<file path="src/rtl/button_conditioner.sv">
// Multi-channel button/switch conditioner: two-flop synchronizer, stable-count
// debounce and per-channel auto-repeat, all outputs registered.
module button_conditioner #(
    parameter int NUM_CH          = 8,
    parameter int DEBOUNCE_CYCLES = 400_000,
    parameter int REPEAT_DELAY    = 20_000_000,
    parameter int REPEAT_PERIOD   = 4_000_000
) (
    input  logic              clk_i,
    input  logic              reset_n_i,
    input  logic [NUM_CH-1:0] pins_i,
    output logic [NUM_CH-1:0] level_o,
    output logic [NUM_CH-1:0] press_o,
    output logic [NUM_CH-1:0] release_o,
    output logic [NUM_CH-1:0] repeat_p_o
);

    localparam int CNT_W  = (DEBOUNCE_CYCLES > 1) ? $clog2(DEBOUNCE_CYCLES) : 1;
    localparam int RC_MAX = (REPEAT_DELAY > REPEAT_PERIOD) ? REPEAT_DELAY : REPEAT_PERIOD;
    localparam int RC_W   = (RC_MAX > 1) ? $clog2(RC_MAX) : 1;

    localparam logic [CNT_W-1:0] CNT_LAST    = CNT_W'(DEBOUNCE_CYCLES - 1);
    localparam logic [RC_W-1:0]  DELAY_LAST  = RC_W'(REPEAT_DELAY - 1);
    localparam logic [RC_W-1:0]  PERIOD_LAST = RC_W'(REPEAT_PERIOD - 1);
    localparam bit               REPEAT_EN   = (REPEAT_DELAY != 0);

    typedef enum logic [1:0] {
        RPT_OFF,
        RPT_DELAY,
        RPT_PERIOD
    } rpt_state_e;

    logic [NUM_CH-1:0] sync1_q;
    logic [NUM_CH-1:0] sync_q;

    always_ff @(posedge clk_i or negedge reset_n_i) begin
        if (!reset_n_i) begin
            sync1_q <= '0;
            sync_q  <= '0;
        end else begin
            sync1_q <= pins_i;
            sync_q  <= sync1_q;
        end
    end

    for (genvar ch = 0; ch < NUM_CH; ch++) begin : g_ch
        logic [CNT_W-1:0] cnt_q, cnt_d;
        logic [RC_W-1:0]  rc_q, rc_d;
        rpt_state_e       state_q, state_d;
        logic             level_q, level_d;
        logic             press_q, press_d;
        logic             release_q, release_d;
        logic             repeat_q, repeat_d;

        always_comb begin
            cnt_d     = cnt_q;
            level_d   = level_q;
            press_d   = 1'b0;
            release_d = 1'b0;
            repeat_d  = 1'b0;
            state_d   = state_q;
            rc_d      = rc_q;

            // Any sample agreeing with the accepted level restarts the stable count.
            if (sync_q[ch] == level_q) begin
                cnt_d = '0;
            end else if (cnt_q == CNT_LAST) begin
                cnt_d     = '0;
                level_d   = sync_q[ch];
                press_d   = sync_q[ch];
                release_d = !sync_q[ch];
            end else begin
                cnt_d = cnt_q + 1'b1;
            end

            // A release suppresses any repeat that would fall on the same edge.
            if (press_d) begin
                state_d = REPEAT_EN ? RPT_DELAY : RPT_OFF;
                rc_d    = '0;
            end else if (release_d || !level_q) begin
                state_d = RPT_OFF;
                rc_d    = '0;
            end else begin
                case (state_q)
                    RPT_DELAY: begin
                        if (rc_q == DELAY_LAST) begin
                            repeat_d = 1'b1;
                            rc_d     = '0;
                            state_d  = RPT_PERIOD;
                        end else begin
                            rc_d = rc_q + 1'b1;
                        end
                    end
                    RPT_PERIOD: begin
                        if (rc_q == PERIOD_LAST) begin
                            repeat_d = 1'b1;
                            rc_d     = '0;
                        end else begin
                            rc_d = rc_q + 1'b1;
                        end
                    end
                    default: begin
                        state_d = RPT_OFF;
                        rc_d    = '0;
                    end
                endcase
            end
        end

        always_ff @(posedge clk_i or negedge reset_n_i) begin
            if (!reset_n_i) begin
                cnt_q     <= '0;
                rc_q      <= '0;
                state_q   <= RPT_OFF;
                level_q   <= 1'b0;
                press_q   <= 1'b0;
                release_q <= 1'b0;
                repeat_q  <= 1'b0;
            end else begin
                cnt_q     <= cnt_d;
                rc_q      <= rc_d;
                state_q   <= state_d;
                level_q   <= level_d;
                press_q   <= press_d;
                release_q <= release_d;
                repeat_q  <= repeat_d;
            end
        end

        assign level_o[ch]    = level_q;
        assign press_o[ch]    = press_q;
        assign release_o[ch]  = release_q;
        assign repeat_p_o[ch] = repeat_q;
    end

endmodule
</file>
<file path="config.mk">
export PLATFORM = sky130hd
export DESIGN_NAME = button_conditioner
export DESIGN_NICKNAME = d
export VERILOG_FILES = /design/src/rtl/button_conditioner.sv
export SDC_FILE = /design/constraint.sdc
export NUM_CORES = 1
export LEC_CHECK = 0
export ABC_AREA = 1
export CORE_ASPECT_RATIO = 0.8
export CORE_MARGIN = 10
export CORE_UTILIZATION = 68
export CTS_CLUSTER_SIZE = 20
export DETAILED_ROUTE_END_ITERATION = 12
export PLACE_DENSITY = 0.95
export SYNTH_ARGS = -nofsm -noshare
export SYNTH_HDL_FRONTEND = slang
export SYNTH_SLANG_ARGS = --single-unit
</file>
<file path="constraint.sdc">
create_clock -name clk_i -period 2.7 [get_ports clk_i]
set_clock_uncertainty 0.1 [all_clocks]
set_input_delay 0.27 -clock clk_i [delete_from_list [all_inputs] [get_ports clk_i]]
set_output_delay 0.27 -clock clk_i [all_outputs]
set_load 0.01 [all_outputs]
</file>
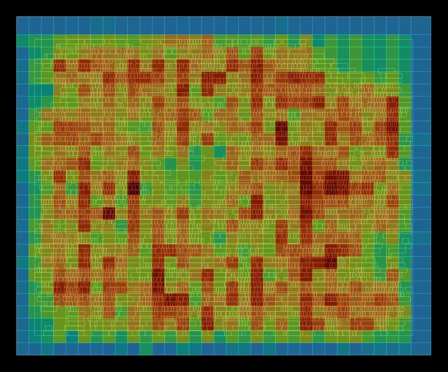
Fig. 1. Routing congestion (run 1).
global route hottest layer: met2
grt met2 use: 39.5%
met3 usage: 3.41%

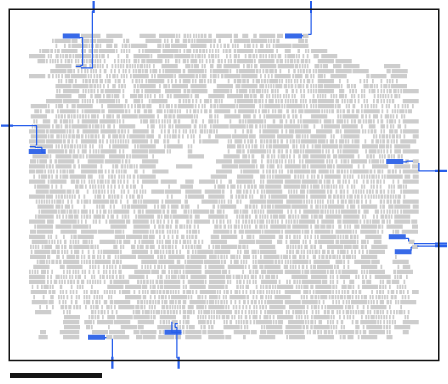
Fig. 2. Port wiring (run 1).
The bar under the picture is 50 um long.
Blue marks press_o, direction output, edge 3 east, 2 south, 2 north, 1 west, end cells 8, buffers 8, wire 205 um.

==> results.cfg, run 1 <==
; implementation run metrics
[cts]
post_cts_resized = 0
htreeDepth = 2
cts_setup_buffers = 0
numClockSinks = 416

[die]
tapCellCount = 472
die_x_um = 232
fp_util_pct = 69.6

[synth]
synth-xor-area-share_pct = 4.88
synth_area_sq_mm = 0.0244
mappedNetlistNets = 3412
synthTopCellsByArea = dfrtp_1, nand2_1, nor2_1
adder_share_pct = 1.64
ys_sh_aoi_pct = 3.20
mux_share_pct = 0
ys_cells = 3370

[placed_design]
dp_hpwl_mm = 38.6
placed_cell_area_sq_mm = 0.0251
pre_cts_ws_ps = 619

[run_status]
status = finished, final reports clean

[worst_hold_path]
worstHoldPathCells = 1

[cells_and_area]
nonClockInverterCount = 424
final_cell_mix = nand2_1, nor2_1, dfrtp_1, inv_1, nand3_1
clockBufferCount = 57
comb_share_pct = 44.7
reg_top3 = g_ch.rc_q (200), g_ch.cnt_q (152), g_ch.state_q (16)
comb.multi_input.count = 2459
mi_logic_area_sq_mm = 0.0119

[critical_path]
required_ps = 2330
crit_type = reg -> out
cp_num_cells = 1
arrival_ps = 1930

[route]
drt_wl_total_mm = 55.7
ant_nets = 0
wl_met1_mm = 25.3
drt-initial-drc-count = 2537

[timing]
drv_slew = 0
setup-violations-final = 0
fmax_mhz = 435
holdWs_ps = 53.8

[job]
tool_warnings = 34
max_cap_violations = 0

[pwr]
power_density_mw_per_mm2 = 480
p_total_w = 0.0127

[global_routing]
grt_remaining_overflow = 0
grt_util_all_layers_pct = 25.2
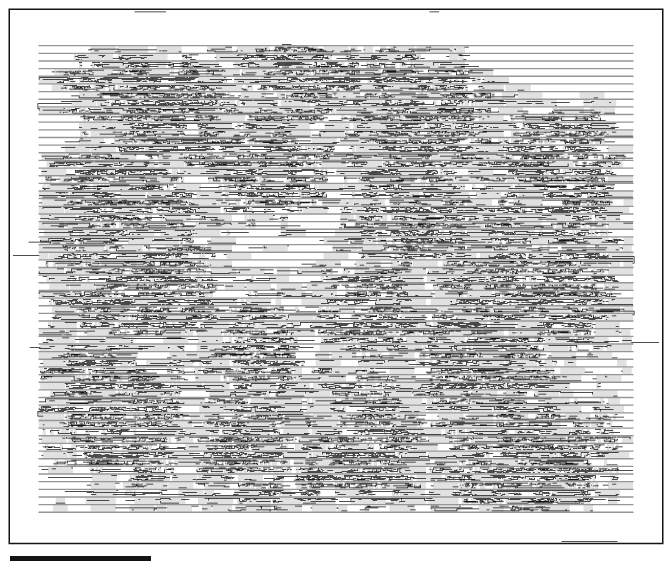
Fig. 3. Met1 routing (run 1).
The bar under the picture is 50 um long. Supply wires on this layer in gray. Cells faint in the background.
The layer holds 45% of the routed length. 3271 nets have wire on it. The wires run mostly horizontal.

run 1: report_power, final:
part           total [W]  switching, W  internal, W  leakage [nW]
clock network    0.00614       0.00248      0.00366         0.702
registers        0.00631     0.0000393      0.00627          5.76
logic           0.000287      0.000210    0.0000773          5.09
total             0.0127       0.00273       0.0100          11.6
run 1: synthesized netlist by cell type, drive strengths merged:
cell and instances:
nor2 806, inv 423, clkinv 1, nand4 158, buf 64, o31ai 1
clkbuf 7, o211a 1, and2 2, dfrtp 416, xor2 116, o21ai 52
nor3b 20, nor3 92, o211ai 1, a211oi 3, nor4 7, o22ai 4
nand2 805, or2 4, a31oi 7, nand3b 21, a21oi 34, a21o 5
o21bai 18, xnor2 20, ha 32, nand3 248, and3 1, o21a 1
Fig. 4: run 1, where the registers sit
The bar under the picture is 50 um long.
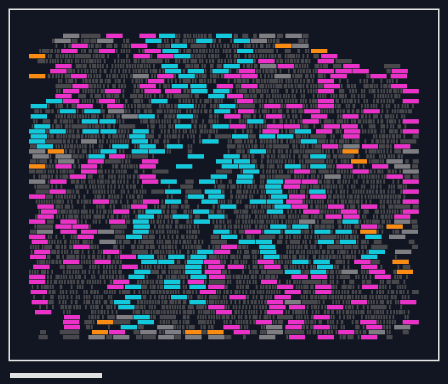

--- run 2 (diff from run 1) ---
--- a/config.mk
+++ b/config.mk
@@ -8,10 +8,10 @@
 export ABC_AREA = 1
 export CORE_ASPECT_RATIO = 0.8
 export CORE_MARGIN = 10
-export CORE_UTILIZATION = 68
+export CORE_UTILIZATION = 64
 export CTS_CLUSTER_SIZE = 20
 export DETAILED_ROUTE_END_ITERATION = 12
-export PLACE_DENSITY = 0.95
+export PLACE_DENSITY = 0.92
 export SYNTH_ARGS = -nofsm -noshare
 export SYNTH_HDL_FRONTEND = slang
 export SYNTH_SLANG_ARGS = --single-unit
==> constraint.sdc (replaced) <==
create_clock -name clk_i -period 2.2 [get_ports clk_i]
set_clock_uncertainty 0.1 [all_clocks]
set_input_delay 0.22 -clock clk_i [delete_from_list [all_inputs] [get_ports clk_i]]
set_output_delay 0.22 -clock clk_i [all_outputs]
set_load 0.01 [all_outputs]
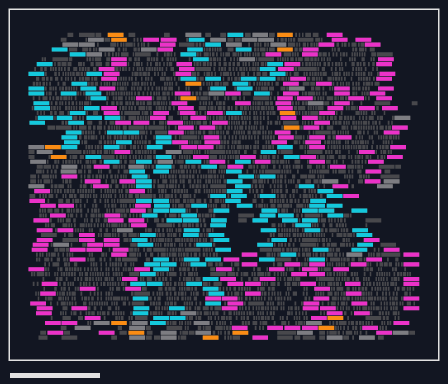
Fig. 5. Where the registers sit (run 2).
The bar under the picture is 50 um long.
Orange marks g_ch.state_q, flops 16. Magenta marks g_ch.rc_q, flops 200, where spread over the die. Cyan marks g_ch.cnt_q, flops 152.

==> results.cfg, run 2 <==
; implementation run metrics
[run_status]
status = finished, final reports clean

[die]
fp_util_pct = 65.4
tapCellCount = 487
die_x_um = 238
core.rowCount = 63

[pwr]
ir_drop_uv = 684
power_density_mw_per_mm2 = 583

[global_routing]
gr-usage-met2_pct = 37.6
grt_most_used_layer = met2
grt_util_all_layers_pct = 23.6
grt_use_met3_pct = 3.46
grt_remaining_overflow = 0
grt_pass1_wl_mm = 95.4

[route]
drt_wl_total_mm = 55.1
ant_nets = 0
drt-initial-drc-count = 2221
wl_met1_mm = 25.6

[synth]
top_cells_by_count = nand2_1, nor2_1, dfrtp_1, inv_1, nand3_1
synthTopCellsByArea = dfrtp_1, nand2_1, nor2_1
mux_share_pct = 0
flop_cell = dfrtp_1
synth-async-reset-ratio_pct = 100
synth_top_cell_by_count = nand2_1
adder_share_pct = 1.64
edf_count = 0

[placed_design]
dp_hpwl_mm = 38.5
pre_cts_ws_ps = 187

[critical_path]
cp_num_cells = 2
crit_type = reg -> out
required_ps = 1880
arrival_ps = 1770

[timing]
holdWs_ps = 12.9
drv_slew = 0
setup-violations-final = 0
fmax_mhz = 478

[cells_and_area]
comb_share_pct = 44.3
final_cell_mix = nand2_1, nor2_1, dfrtp_1, inv_1, nand3_1
mi_logic_area_sq_mm = 0.0119
nonClockInverterCount = 424
clockBufferCount = 60
num_antenna_cells = 0
nets = 3471
seq_cells = 416

[job]
max_cap_violations = 0
tool_warnings = 34

[cts]
htreeDepth = 2
numClockSinks = 416
post_cts_resized = 1
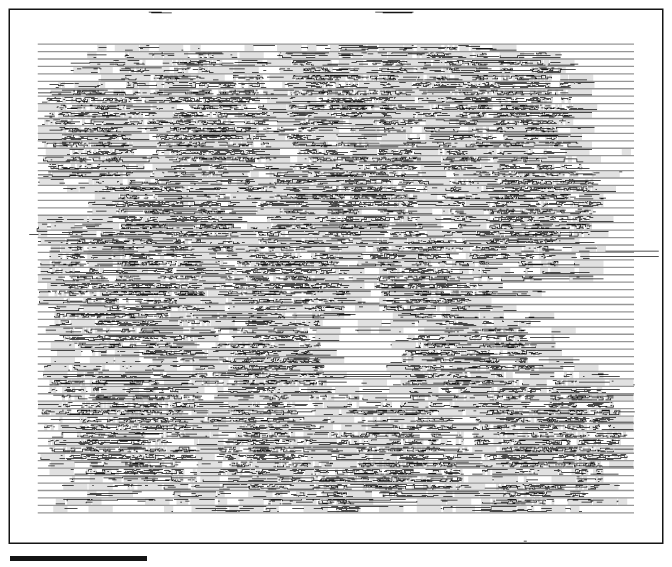
Fig. 6. Met1 routing (run 2).
The bar under the picture is 50 um long. Supply wires on this layer in gray. Cells faint in the background.
The layer carries 25.6 mm of wire. 3293 nets have wire on it. The layer holds 46% of the routed length. The longest straight run is 32.2 um. The wires run mostly horizontal.

run 2: worst register-to-register path, cell delays in order, from the launching register on:
cell and delay, ps:
dfrtp_1 430, ha_1 320, nand3_2 180, inv_2 120, nand3_2 130, nor2_8 180
nor2_2 90, inv_1 250, nor3_1 100
run 2: per-stage QoR:
step           power [W]  cells  util [%]  instance area (sq um)
6_report          0.0156   3948      71.7                  26800
3_5_place_dp     0.00826   3865      67.7                  25300
4_1_cts           0.0157   3948      71.7                  26800
5_1_grt           0.0161   3948      71.7                  26800
2_1_floorplan    0.00800   3370         -                  24400
3_3_place_gp     0.00825   3865      67.7                  25300
run 2: where the power goes:
part / switching [W] / internal, W
clock network: 0.00307 / 0.00442
logic: 0.000265 / 0.000111
registers: 0.0000472 / 0.00770
Fig. 7: run 2, port wiring
The bar under the picture is 50 um long.
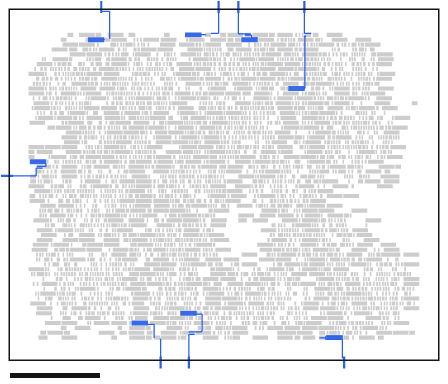

--- run 3 (diff from run 2) ---
--- a/config.mk
+++ b/config.mk
@@ -8,10 +8,11 @@
 export ABC_AREA = 1
 export CORE_ASPECT_RATIO = 0.8
 export CORE_MARGIN = 10
-export CORE_UTILIZATION = 64
+export CORE_UTILIZATION = 50
+export CTS_BUF_LIST = sky130_fd_sc_hd__clkbuf_8
 export CTS_CLUSTER_SIZE = 20
 export DETAILED_ROUTE_END_ITERATION = 12
-export PLACE_DENSITY = 0.92
+export PLACE_DENSITY = 0.77
 export SYNTH_ARGS = -nofsm -noshare
 export SYNTH_HDL_FRONTEND = slang
 export SYNTH_SLANG_ARGS = --single-unit
==> constraint.sdc (replaced) <==
create_clock -name clk_i -period 2.2 [get_ports clk_i]
set_clock_uncertainty 0.1 [all_clocks]
set_input_delay 0.22 -clock clk_i [delete_from_list [all_inputs] [get_ports clk_i]]
set_output_delay 0.22 -clock clk_i [all_outputs]
set_load 0.1 [all_outputs]
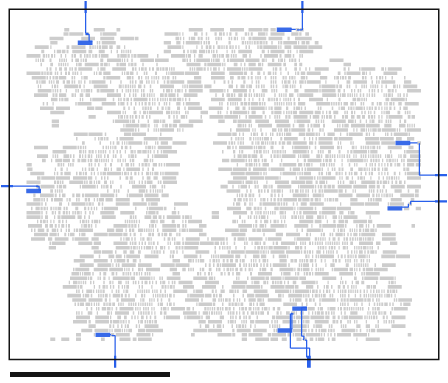
Fig. 8. Port wiring (run 3).
The bar under the picture is 100 um long.
Blue marks press_o, direction output, edge 3 south, 2 north, 2 east, 1 west, end cells 8, buffers 8, wire 233 um.

==> results.cfg, run 3 <==
; implementation run metrics
[global_routing]
gr-usage-met2_pct = 27.4
grt_pass1_wl_mm = 93.3

[synth]
synth_top_cell_by_count = nand2_1
ys_cells = 3370
top_cells_by_count = nand2_1, nor2_1, dfrtp_1, inv_1, nand3_1
mappedNetlistNets = 3412
synth-async-reset-ratio_pct = 100
edf_count = 0
synth_area_sq_mm = 0.0244

[pwr]
p_clk_share_pct = 47.7
internal_power_w = 0.0120
power_density_mw_per_mm2 = 574
p_seq_share_pct = 50.0

[cells_and_area]
layout.cells.non_filler = 4137
comb.multi_input.count = 2459
nonClockInverterCount = 424
nets = 3497
clockBufferCount = 91
comb_share_pct = 44.0

[placed_design]
dp_hpwl_mm = 37.8

[run_status]
status = finished, final reports clean

[critical_path]
cp_num_cells = 8

[timing]
setup-violations-final = 0
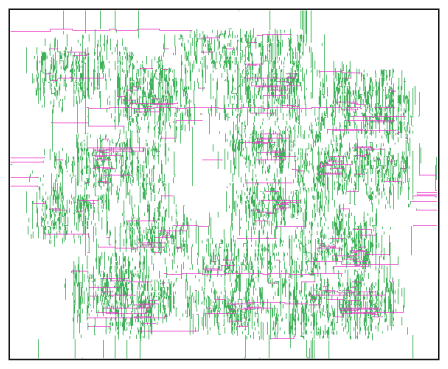
Fig. 9. Wiring by layer (run 3).
Only two layers are drawn.
Magenta marks M3, wire length 3180 um. Green marks M2, wire length 22.2 mm.

run 3: what timing repair did:
item                                    CTS  global route
endpoints found under the hold margin   424             0
endpoints found under the setup margin    0            22
resized                                   0             4
hold buffers                             10             0
run 3: logic make-up after synthesis:
group                      after synthesis  synth area share (%)
AOI/OAI and AO/OA                      127                  3.20
DFF                                    416                  42.6
buffers and inverters                  495                  8.79
and+or+nand+nor                       2164                  38.9
adders and majority gates               32                  1.64
xor gates and xnor gates               136                  4.88
run 3: per-stage QoR:
step	area, sq um	setup WS, ps	utilization, %
6_report	27000	191	55.9
5_1_grt	27000	30.4	55.9
4_1_cts	27000	74.1	55.9
3_5_place_dp	25400	105	52.5
3_3_place_gp	25400	146	52.5
2_1_floorplan	24400	472	-
No activity file was given, so power comes from the tool's default toggle rates.
